==> src/rtl/frame_scheduler_if.sv <==
// Byte-bus bundle between the frame scheduler, the scene exhibitor and the TFT serializer.
// The master side is the scheduler: it drives the panel bus and the exhibitor controls.
interface frame_scheduler_if;
    logic       tft_busy;
    logic       tft_dc;
    logic [7:0] tft_data;
    logic       tft_transmit;
    logic       scene_rst;
    logic       scene_enable;
    logic       scene_busy;
    logic       scene_dc;
    logic [7:0] scene_data;
    logic       scene_transmit;

    modport master (
        input  tft_busy, scene_busy, scene_dc, scene_data, scene_transmit,
        output tft_dc, tft_data, tft_transmit, scene_rst, scene_enable
    );

    modport slave (
        output tft_busy, scene_busy, scene_dc, scene_data, scene_transmit,
        input  tft_dc, tft_data, tft_transmit, scene_rst, scene_enable
    );
endinterface

==> src/rtl/frame_scheduler.sv <==
// Sequences one full-screen redraw per request: snapshot maze state, send the window
// and RAMWR commands, restart the scene exhibitor, then lend it the bus until it drains.
module frame_scheduler #(
    parameter int unsigned X_END = 319,
    parameter int unsigned Y_END = 479
) (
    input  logic                 clk,
    input  logic                 rst_n,
    input  logic                 init_done,
    input  logic                 frame_req,
    input  logic [159:0]         h_walls_in,
    input  logic [164:0]         v_walls_in,
    input  logic [299:0]         food_in,
    output logic [159:0]         h_walls_out,
    output logic [164:0]         v_walls_out,
    output logic [299:0]         food_out,
    frame_scheduler_if.master    bus,
    output logic                 frame_busy,
    output logic                 frame_done
);

    typedef enum logic [2:0] {
        S_IDLE, S_CMD, S_DRAIN_CMD, S_SCENE_RST, S_SCENE_RUN, S_DONE
    } state_t;

    localparam logic [15:0] XE = X_END[15:0];
    localparam logic [15:0] YE = Y_END[15:0];

    state_t         state_q, state_d;
    logic           pending_q, pending_d;
    logic [3:0]     idx_q, idx_d;
    logic           cmd_tx_q, cmd_tx_d;
    logic           cmd_dc_q, cmd_dc_d;
    logic [7:0]     cmd_data_q, cmd_data_d;
    logic           sel_scene_q;
    logic           seen_busy_q, seen_busy_d;
    logic [1:0]     run_cnt_q, run_cnt_d;
    logic           load_snap;
    logic [159:0]   h_q;
    logic [164:0]   v_q;
    logic [299:0]   food_q;

    // {dc, byte}; dc=0 marks the CASET/RASET/RAMWR opcodes.
    function automatic logic [8:0] cmd_rom(input logic [3:0] idx);
        case (idx)
            4'd0:    cmd_rom = {1'b0, 8'h2A};
            4'd3:    cmd_rom = {1'b1, XE[15:8]};
            4'd4:    cmd_rom = {1'b1, XE[7:0]};
            4'd5:    cmd_rom = {1'b0, 8'h2B};
            4'd8:    cmd_rom = {1'b1, YE[15:8]};
            4'd9:    cmd_rom = {1'b1, YE[7:0]};
            4'd10:   cmd_rom = {1'b0, 8'h2C};
            default: cmd_rom = {1'b1, 8'h00};
        endcase
    endfunction

    always_comb begin
        state_d     = state_q;
        pending_d   = pending_q | frame_req;
        idx_d       = idx_q;
        cmd_tx_d    = 1'b0;
        cmd_dc_d    = cmd_dc_q;
        cmd_data_d  = cmd_data_q;
        seen_busy_d = seen_busy_q;
        run_cnt_d   = run_cnt_q;
        load_snap   = 1'b0;
        case (state_q)
            S_IDLE: begin
                if (init_done && pending_q) begin
                    state_d   = S_CMD;
                    pending_d = frame_req;
                    idx_d     = 4'd0;
                    load_snap = 1'b1;
                end
            end
            S_CMD: begin
                // A strobe is never issued back-to-back, so the serializer has a cycle to raise busy.
                if (!bus.tft_busy && !cmd_tx_q) begin
                    cmd_tx_d               = 1'b1;
                    {cmd_dc_d, cmd_data_d} = cmd_rom(idx_q);
                    if (idx_q == 4'd10) begin
                        idx_d   = 4'd0;
                        state_d = S_DRAIN_CMD;
                    end else begin
                        idx_d = idx_q + 4'd1;
                    end
                end
            end
            S_DRAIN_CMD: begin
                if (!cmd_tx_q && !bus.tft_busy) state_d = S_SCENE_RST;
            end
            S_SCENE_RST: begin
                seen_busy_d = 1'b0;
                run_cnt_d   = 2'd0;
                state_d     = S_SCENE_RUN;
            end
            S_SCENE_RUN: begin
                if (bus.scene_busy) seen_busy_d = 1'b1;
                if (run_cnt_q != 2'd3) run_cnt_d = run_cnt_q + 2'd1;
                if (seen_busy_q && !bus.scene_busy && !bus.tft_busy && !bus.scene_transmit)
                    state_d = S_DONE;
                // An exhibitor that never goes busy must not wedge the scheduler.
                else if (!seen_busy_q && !bus.scene_busy && run_cnt_q == 2'd3)
                    state_d = S_DONE;
            end
            S_DONE:  state_d = S_IDLE;
            default: state_d = S_IDLE;
        endcase
    end

    always_ff @(posedge clk or negedge rst_n) begin
        if (!rst_n) begin
            state_q     <= S_IDLE;
            pending_q   <= 1'b0;
            idx_q       <= 4'd0;
            cmd_tx_q    <= 1'b0;
            cmd_dc_q    <= 1'b1;
            cmd_data_q  <= 8'h00;
            sel_scene_q <= 1'b0;
            seen_busy_q <= 1'b0;
            run_cnt_q   <= 2'd0;
            h_q         <= '0;
            v_q         <= '0;
            food_q      <= '0;
        end else begin
            state_q     <= state_d;
            pending_q   <= pending_d;
            idx_q       <= idx_d;
            cmd_tx_q    <= cmd_tx_d;
            cmd_dc_q    <= cmd_dc_d;
            cmd_data_q  <= cmd_data_d;
            sel_scene_q <= (state_d == S_SCENE_RUN);
            seen_busy_q <= seen_busy_d;
            run_cnt_q   <= run_cnt_d;
            if (load_snap) begin
                h_q    <= h_walls_in;
                v_q    <= v_walls_in;
                food_q <= food_in;
            end
        end
    end

    assign bus.tft_transmit = sel_scene_q ? bus.scene_transmit : cmd_tx_q;
    assign bus.tft_dc       = sel_scene_q ? bus.scene_dc       : cmd_dc_q;
    assign bus.tft_data     = sel_scene_q ? bus.scene_data     : cmd_data_q;
    assign bus.scene_rst    = (state_q != S_SCENE_RUN);
    assign bus.scene_enable = (state_q == S_SCENE_RUN);
    assign frame_busy       = (state_q != S_IDLE);
    assign frame_done       = (state_q == S_DONE);
    assign h_walls_out      = h_q;
    assign v_walls_out      = v_q;
    assign food_out         = food_q;

endmodule

==> src/flat_wrapper.sv <==
// flat-port wrapper written by rule: the top's interface ports become plain ports
module frame_scheduler_flat 
#(
    parameter int unsigned X_END = 319,
    parameter int unsigned Y_END = 479
)
  (clk, rst_n, init_done, frame_req, h_walls_in, v_walls_in, food_in, h_walls_out, v_walls_out, food_out, frame_busy, frame_done, bus_tft_busy, bus_scene_busy, bus_scene_dc, bus_scene_data, bus_scene_transmit, bus_tft_dc, bus_tft_data, bus_tft_transmit, bus_scene_rst, bus_scene_enable);
  frame_scheduler_if bus_i ();
  input  logic clk;
  input  logic rst_n;
  input  logic init_done;
  input  logic frame_req;
  input  logic [159:0] h_walls_in;
  input  logic [164:0] v_walls_in;
  input  logic [299:0] food_in;
  output logic [159:0] h_walls_out;
  output logic [164:0] v_walls_out;
  output logic [299:0] food_out;
  output logic frame_busy;
  output logic frame_done;
  input wire logic [$bits(bus_i.tft_busy)-1:0] bus_tft_busy;
  input wire logic [$bits(bus_i.scene_busy)-1:0] bus_scene_busy;
  input wire logic [$bits(bus_i.scene_dc)-1:0] bus_scene_dc;
  input wire logic [$bits(bus_i.scene_data)-1:0] bus_scene_data;
  input wire logic [$bits(bus_i.scene_transmit)-1:0] bus_scene_transmit;
  output wire logic [$bits(bus_i.tft_dc)-1:0] bus_tft_dc;
  output wire logic [$bits(bus_i.tft_data)-1:0] bus_tft_data;
  output wire logic [$bits(bus_i.tft_transmit)-1:0] bus_tft_transmit;
  output wire logic [$bits(bus_i.scene_rst)-1:0] bus_scene_rst;
  output wire logic [$bits(bus_i.scene_enable)-1:0] bus_scene_enable;
  assign bus_i.tft_busy = bus_tft_busy;
  assign bus_i.scene_busy = bus_scene_busy;
  assign bus_i.scene_dc = bus_scene_dc;
  assign bus_i.scene_data = bus_scene_data;
  assign bus_i.scene_transmit = bus_scene_transmit;
  assign bus_tft_dc = bus_i.tft_dc;
  assign bus_tft_data = bus_i.tft_data;
  assign bus_tft_transmit = bus_i.tft_transmit;
  assign bus_scene_rst = bus_i.scene_rst;
  assign bus_scene_enable = bus_i.scene_enable;
  frame_scheduler #(.X_END(X_END), .Y_END(Y_END)) u_core (.clk(clk), .rst_n(rst_n), .init_done(init_done), .frame_req(frame_req), .h_walls_in(h_walls_in), .v_walls_in(v_walls_in), .food_in(food_in), .h_walls_out(h_walls_out), .v_walls_out(v_walls_out), .food_out(food_out), .bus(bus_i), .frame_busy(frame_busy), .frame_done(frame_done));
endmodule
==> config.mk <==
export PLATFORM = sky130hd
export DESIGN_NAME = frame_scheduler_flat
export DESIGN_NICKNAME = d
export VERILOG_FILES = /design/src/rtl/frame_scheduler_if.sv /design/src/rtl/frame_scheduler.sv /design/src/flat_wrapper.sv
export SDC_FILE = /design/constraint.sdc
export NUM_CORES = 1
export LEC_CHECK = 0
export ABC_AREA = 1
export CORE_AREA = 2 2 505 507
export DETAILED_ROUTE_END_ITERATION = 10
export DIE_AREA = 0 0 507 509
export PLACE_DENSITY = 0.39
export SLEW_MARGIN = 20
export SYNTH_ARGS = -nofsm -noshare
export SYNTH_HDL_FRONTEND = slang
export SYNTH_SLANG_ARGS = --single-unit
export TNS_END_PERCENT = 5
==> constraint.sdc <==
create_clock -name clk -period 1.5 [get_ports clk]
set_input_delay 0.45 -clock clk [delete_from_list [all_inputs] [get_ports clk]]
set_output_delay 0.45 -clock clk [all_outputs]
set_load 0.1 [all_outputs]
==> run_1/clocks.png <==
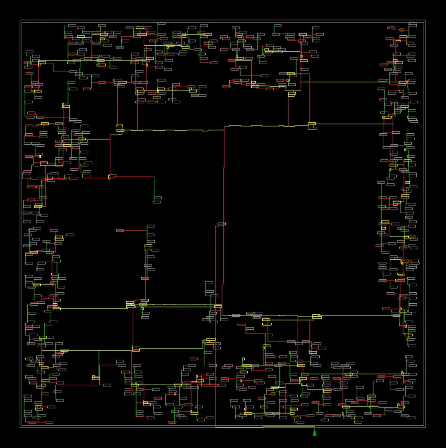
Late-Pin Clk Latency: 0.71 ns
seq_cells: 646
final-layout clock buffer total: 117

==> run_1/wires.png <==
Bar = 200 um.
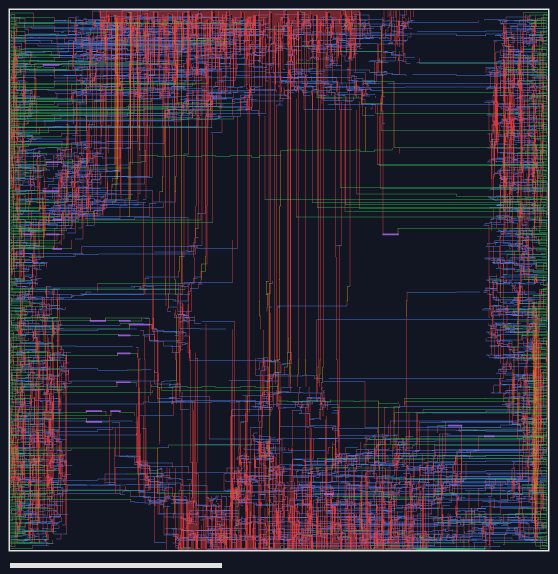
- metal 5: purple (wire length 226 um)
- metal 2: red (wire length 78.2 mm)
- metal 1: blue (wire length 61.6 mm)
- metal 3: green (wire length 21.9 mm)
- metal 4: orange (wire length 4150 um)

==> ci_impl_report.md, run 1 <==
### Yosys + OpenROAD results

| Metric | Value |
|---|---|
| Synthesized cell area | 24500 um2 |
| R2r worst-path depth | 9 |
| Total core area | 253000 um2 |
| Crit path depth | 5 |
| Yosys stat chip area | 24500 um2 |
| First drt pass iteration count | 5 |
| Post-route ant nets | 0 |
| CP Capture Type | output port |
| Buf+Inv Stages, Crit Path | 3 |
| Fraction of layout cells with a size suffix above 1 | 25.9% |
| DIE HEIGHT | 509 um |
| Log Warnings | 29 |
| Ys cells | 2809 |
| Clk sink count | 646 |
| Max Fclk | 464 MHz |
| Initial DRC count | 1515 |
| Crit path DAT | 1.71 ns |
| Final setup margin | -0.655 ns |
| Violated checks | negative setup slack |
| Mapped Cells | 2809 |
| Final wirelength | 166000 um |
| Fp_density | 9.71% |
| Outcome | finished with violations |
| Worst path top cell family by delay | flip-flops |
| Worst path max stage delay | 0.41 ns |
| Cycle use final | 144% |
| Slowest-stage cell, CP | dfrtp_1 |
| First-pass GRT wire length | 222000 um |
| End of the worst register-to-register path | u_core.food_out[8] |
| Final setup fails | 1270 |
| Setup TNS | -308.87 ns |
| Slew @ Worst Pin | 0.427 ns |
| R2R Path Start | u_core.state_q[1] |
| Global Route Usage Sum | 12.5% |
| Via count | 24200 |
| CTS root buf | clkbuf_16 |
| Synth cell types | 20 |
| Rel. slew slack | 71.5% |
| Initial antenna violation count | 58 |
==> run_1/io_fan.png <==
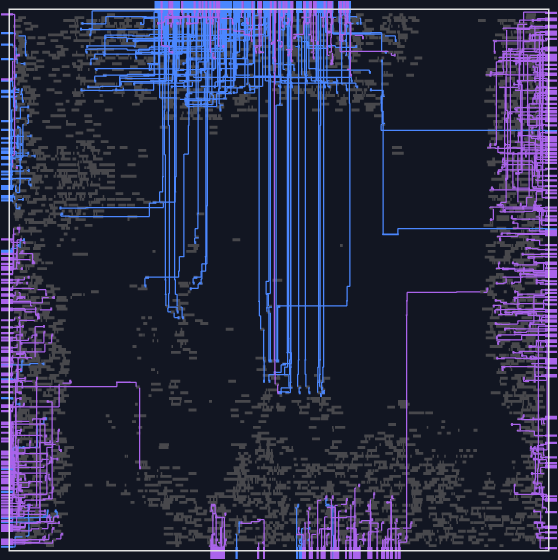
- food_in: purple (bits 300; direction input; edge 126 right, 87 left, 45 bottom, 42 top; end cells 300; buffers 300; wire 13700 um)
- h_walls_in: blue (bits 160; direction input; edge 116 top, 36 left, 6 bottom, 2 right; end cells 160; buffers 160; wire 17700 um)

==> run 1: registers in the layout (all words and copies together), names as in the netlist <==
name	count
u_core.cmd_data_q	7
u_core.cmd_dc_q	1
u_core.cmd_tx_q	1
u_core.food_out	300
u_core.h_walls_out	160
u_core.idx_q	4
u_core.pending_q	1
u_core.run_cnt_q	2
u_core.seen_busy_q	1
u_core.sel_scene_q	1
u_core.state_q	3
u_core.v_walls_out	165
==> run 1: logic make-up after synthesis <==
| kind of cell | count (synthesis) | synth area share [%] |
|---|---|---|
| buffers and inverters | 158 | 3.23 |
| DFF | 646 | 65.9 |
| AOI/OAI and AO/OA | 16 | 0.357 |
| and+or+nand+nor | 1988 | 30.5 |
| adders and majority gates | 1 | 0.0510 |
==> run 1: cell usage after synthesis <==
master    instances
nand2_1        1954
dfrtp_1         645
buf_2            61
clkbuf_1         46
buf_4            31
nor2_1           20
inv_1            16
o21ai_0          13
nand3_1          11
inv_2             2
a21o_1            1
a22o_1            1
a31oi_1           1
buf_1             1
buf_6             1
dfstp_2           1
ha_1              1
nand4_2           1
nor2_2            1
nor3_1            1
==> run 1: timing repair <==
action | in CTS | in global routing
gates resized | 131 | 58
cloned | 1 | 5
endpoints found under the setup margin | 1233 | 1280
buffers inserted | 4 | 12
pin swaps | 12 | 9
hold buffers | 1 | 0
hold endpoints to repair | 262 | 0
==> run 1: through the flow <==
stage	worst slack [ns]	util [%]
6_report	-0.655	20.9
5_1_grt	-0.776	20.9
4_1_cts	-0.805	20.7
3_5_place_dp	-0.668	19.4
3_3_place_gp	-0.665	19.4
2_1_floorplan	-0.205	-
==> run 1: layout make-up <==
| cell class | count | area, um2 |
|---|---|---|
| clock buffers | 117 | 2510 |
| clock inverters | 35 | 455 |
| well taps | 3366 | 4210 |
| inverters | 18 | 92.6 |
| diodes | 8 | 20.0 |
| multi-input cells | 2005 | 7860 |
| flip-flops and latches | 646 | 16300 |
| repair buffers | 1459 | 21400 |
| fillers | 27500 | 200000 |
==> run 1: worst max-delay path by stage <==
stage / startpoint / endpoint / slack (ns)
after detailed placement: init_done / u_core.v_walls_out[34] / -0.67
after CTS: u_core.state_q[0] / bus_scene_enable / -0.80
final: u_core.state_q[0] / bus_scene_enable / -0.66
after floorplan: u_core.state_q[0] / frame_done / -0.21
after global placement: init_done / u_core.h_walls_out[11] / -0.66
after global routing: u_core.state_q[1] / frame_done / -0.78
==> run 1: metal layers <==
metal / GRT usage (%) / wire length (um) / share of wire [%] / up-vias
met2: 20.6 / 78200 / 47 / 1097
met4: 3.18 / 4150 / 2.5 / 40
met3: 7.22 / 21900 / 13 / 230
met1: 13.6 / 61600 / 37 / 11600
li1: - / - / - / 11300
met5: 0 / 226 / 0.14 / -
==> run 1 -> run 2 <==
- ABC_CLOCK_PERIOD_IN_PS: unset -> 1500
- CTS_CLUSTER_SIZE: unset -> 40
==> run_2/wires.png <==
Bar = 200 um.
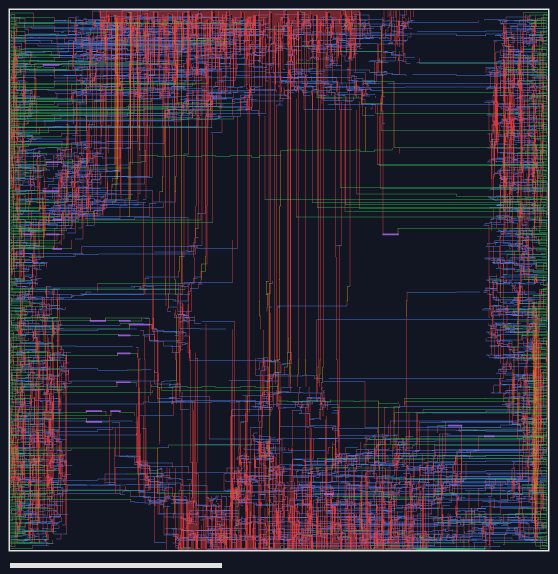
- metal 3: green (wire length 21.9 mm)
- metal 2: red (wire length 78.2 mm)
- metal 4: orange (wire length 4150 um)
- metal 5: purple (wire length 226 um)
- metal 1: blue (wire length 61.6 mm)

==> run 2 against run 1 <==
The run still ends with negative setup slack left. Register-to-register slack is essentially flat. Setup slack is the same. Clock skew is the same. Routed wire length is the same. Sequential share of layout area is the same. Sequential cell count is the same.
==> ci_impl_report.md, run 2 <==
### Yosys + OpenROAD results

| Metric | Value |
|---|---|
| Final Critical Period | 2.16 ns |
| Initial DRC count | 1515 |
| Rel. slew slack | 71.5% |
| Clock Skew | 0.0416 ns |
| Final wirelength | 166000 um |
| Log Warnings | 29 |
| Max Fclk | 464 MHz |
| Longest Clk Path Bufs | 3 |
| WL met3 | 21900 um |
| Top-count cell post-synth | nand2_1 |
| Fraction of layout cells with a size suffix above 1 | 25.9% |
| #FFs+latches synth | 646 |
| DR vias/cell | 3.17 |
| CTS tree | yes |
| First drt pass iteration count | 5 |
| Top cells by count | nand2_1, dfrtp_1, buf_2 |
| Top cells, area | dfrtp_1, nand2_1, buf_2, buf_4, clkbuf_1 |
| Max Cap Viol | 0 |
| Post-route DRC violation count | 0 |
| Late-Pin Clk Latency | 0.71 ns |
| Metal-1 WL | 61600 um |
| Global Route Usage Sum | 12.5% |
| Cycle use final | 144% |
| Routability congestion estimate | 0.863 |
| Yosys stat chip area | 24500 um2 |
| Row cnt | 185 |
| Clock slew at reported path FFs | 0.06 ns |
| Mapped Cells | 2809 |
| Largest type area fraction | 65.7% |
| Wire length on met2 | 78200 um |
| Number of global-route vias before repair | 25500 |
| Port bufs | 1279 |
| End of the worst register-to-register path | u_core.food_out[8] |
| EDFF count, synth | 0 |
| First-pass GRT wire length | 222000 um |
| Mean post-synth cell area | 8.74 um2 |
| CP Capture Type | output port |
| Final setup fails | 1270 |
| Final setup margin | -0.655 ns |
| FFs w/ async S/R, synth | 100% |
| Initial antenna violation count | 58 |
| DIE WIDTH | 507 um |
| Post-route ant nets | 0 |
| Synthesized cell area | 24500 um2 |
| Primary FF master, synth | dfrtp_1 |
| Congestion Overflow GR | 0 |
| Pre-CTS setup slack | -0.668 ns |
| Ys Warns | 0 |
| Crit path DAT | 1.71 ns |
| DIE AREA | 258000 um2 |
| Max Slew Vio Count | 0 |
| Outcome | finished with violations |
| Synth cell types | 20 |
| R2R Path Start | u_core.state_q[1] |
| CTS root buf | clkbuf_16 |
| H-tree level count | 3 |
| Via count | 24200 |
| Ys cells | 2809 |
| Top layer in use | met5 |
| Fp_density | 9.71% |
| Slew @ Worst Pin | 0.427 ns |
| Max reg flops | 300 |
| Top cell excl fill/tap | nand2_1 |
| Violated checks | negative setup slack |
| Top Ports | 1280 |
| R2r worst-path depth | 9 |
| Total core area | 253000 um2 |
| DIE HEIGHT | 509 um |
| Clk sink count | 646 |
| R2R setup slack | -0.31 ns |
| CP Launch Type | flop |
| Syn_nets | 3451 |
| Fin. Hold Viols | 0 |
==> run_2/flops_by_reg.png <==
Bar = 200 um. Other sequential cells in the stronger gray, the rest of the logic in the fainter gray.
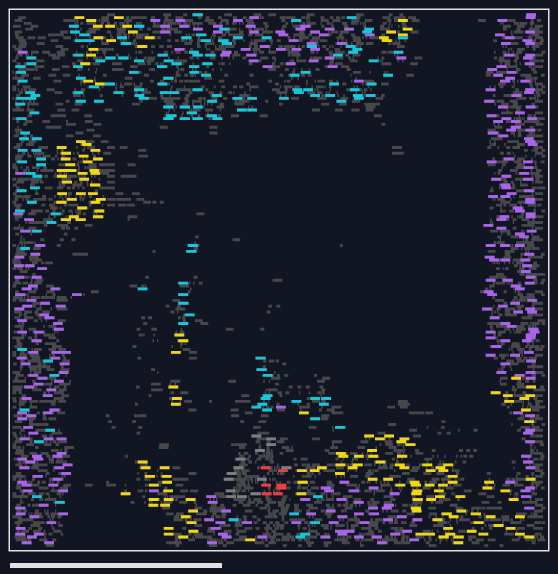
- u_core.v_walls_out: yellow (sequential cells 165; where widely spread)
- u_core.cmd_data_q: red (sequential cells 7; where bottom middle)
- u_core.h_walls_out: cyan (sequential cells 160)
- u_core.food_out: purple (sequential cells 300; where widely spread)
- not colored: 14

[run 2: worst max-delay path by stage]
stage	slack, ns	cells past startpoint	end	from
2_1_floorplan	-0.21	2	frame_done	u_core.state_q[0]
3_3_place_gp	-0.66	7	u_core.h_walls_out[11]	init_done
3_5_place_dp	-0.67	8	u_core.v_walls_out[34]	init_done
4_1_cts	-0.80	5	bus_scene_enable	u_core.state_q[0]
5_1_grt	-0.78	3	frame_done	u_core.state_q[1]
6_report	-0.66	5	bus_scene_enable	u_core.state_q[0]
[run 2: cells by family (layout without fill, tap and decap cells)]
logic type      count (synthesis)  count (layout)  synth area share (%)
buf+inv                       158            1629                  3.23
other cells                     0               8                     0
simple gates                 1988            1988                  30.5
compound gates                 16              16                 0.357
fa+ha+maj                       1               1                0.0510
flops                         646             646                  65.9
[run 2: per-stage QoR]
stage | util (%) | setup TNS (ns) | hold WS (ns) | std cells | area, um2
2_1_floorplan | - | -2.01 | 0.154 | 2809 | 24600
3_3_place_gp | 19.4 | -333.33 | 0.309 | 7471 | 49000
3_5_place_dp | 19.4 | -351.53 | 0.310 | 7471 | 49000
4_1_cts | 20.7 | -378.77 | 0.0630 | 7629 | 52400
5_1_grt | 20.9 | -446.69 | 0.0972 | 7647 | 52800
6_report | 20.9 | -308.87 | 0.165 | 7654 | 52800
[run 2: routing by layer]
metal | vias to the layer above | GRT usage [%]
met1 | 11600 | 13.6
li1 | 11300 | -
met5 | - | 0
met3 | 230 | 7.22
met4 | 40 | 3.18
met2 | 1097 | 20.6
[run 2: repair_timing]
item | in CTS | in global routing
resized | 131 | 58
hold buffers | 1 | 0
setup buffers | 4 | 12
setup endpoints to repair | 1233 | 1280
hold endpoints to repair | 262 | 0
cloned | 1 | 5
pin swaps | 12 | 9
[run 2: layout make-up]
| class | count | area [um2] |
|---|---|---|
| multi-input combinational | 2005 | 7860 |
| antenna | 8 | 20.0 |
| sequential | 646 | 16300 |
| fill | 27500 | 200000 |
| tap | 3366 | 4210 |
| clock inverter | 35 | 455 |
| timing repair buffer | 1459 | 21400 |
| clock buffer | 117 | 2510 |
| inverter | 18 | 92.6 |
[run 2: critical path, stage by stage (launching register included)]
cell and delay (ns):
dfrtp_1 0.41, buf_6 0.14, inv_6 0.06, nand2_4 0.05
nor2_4 0.13, buf_12 0.19
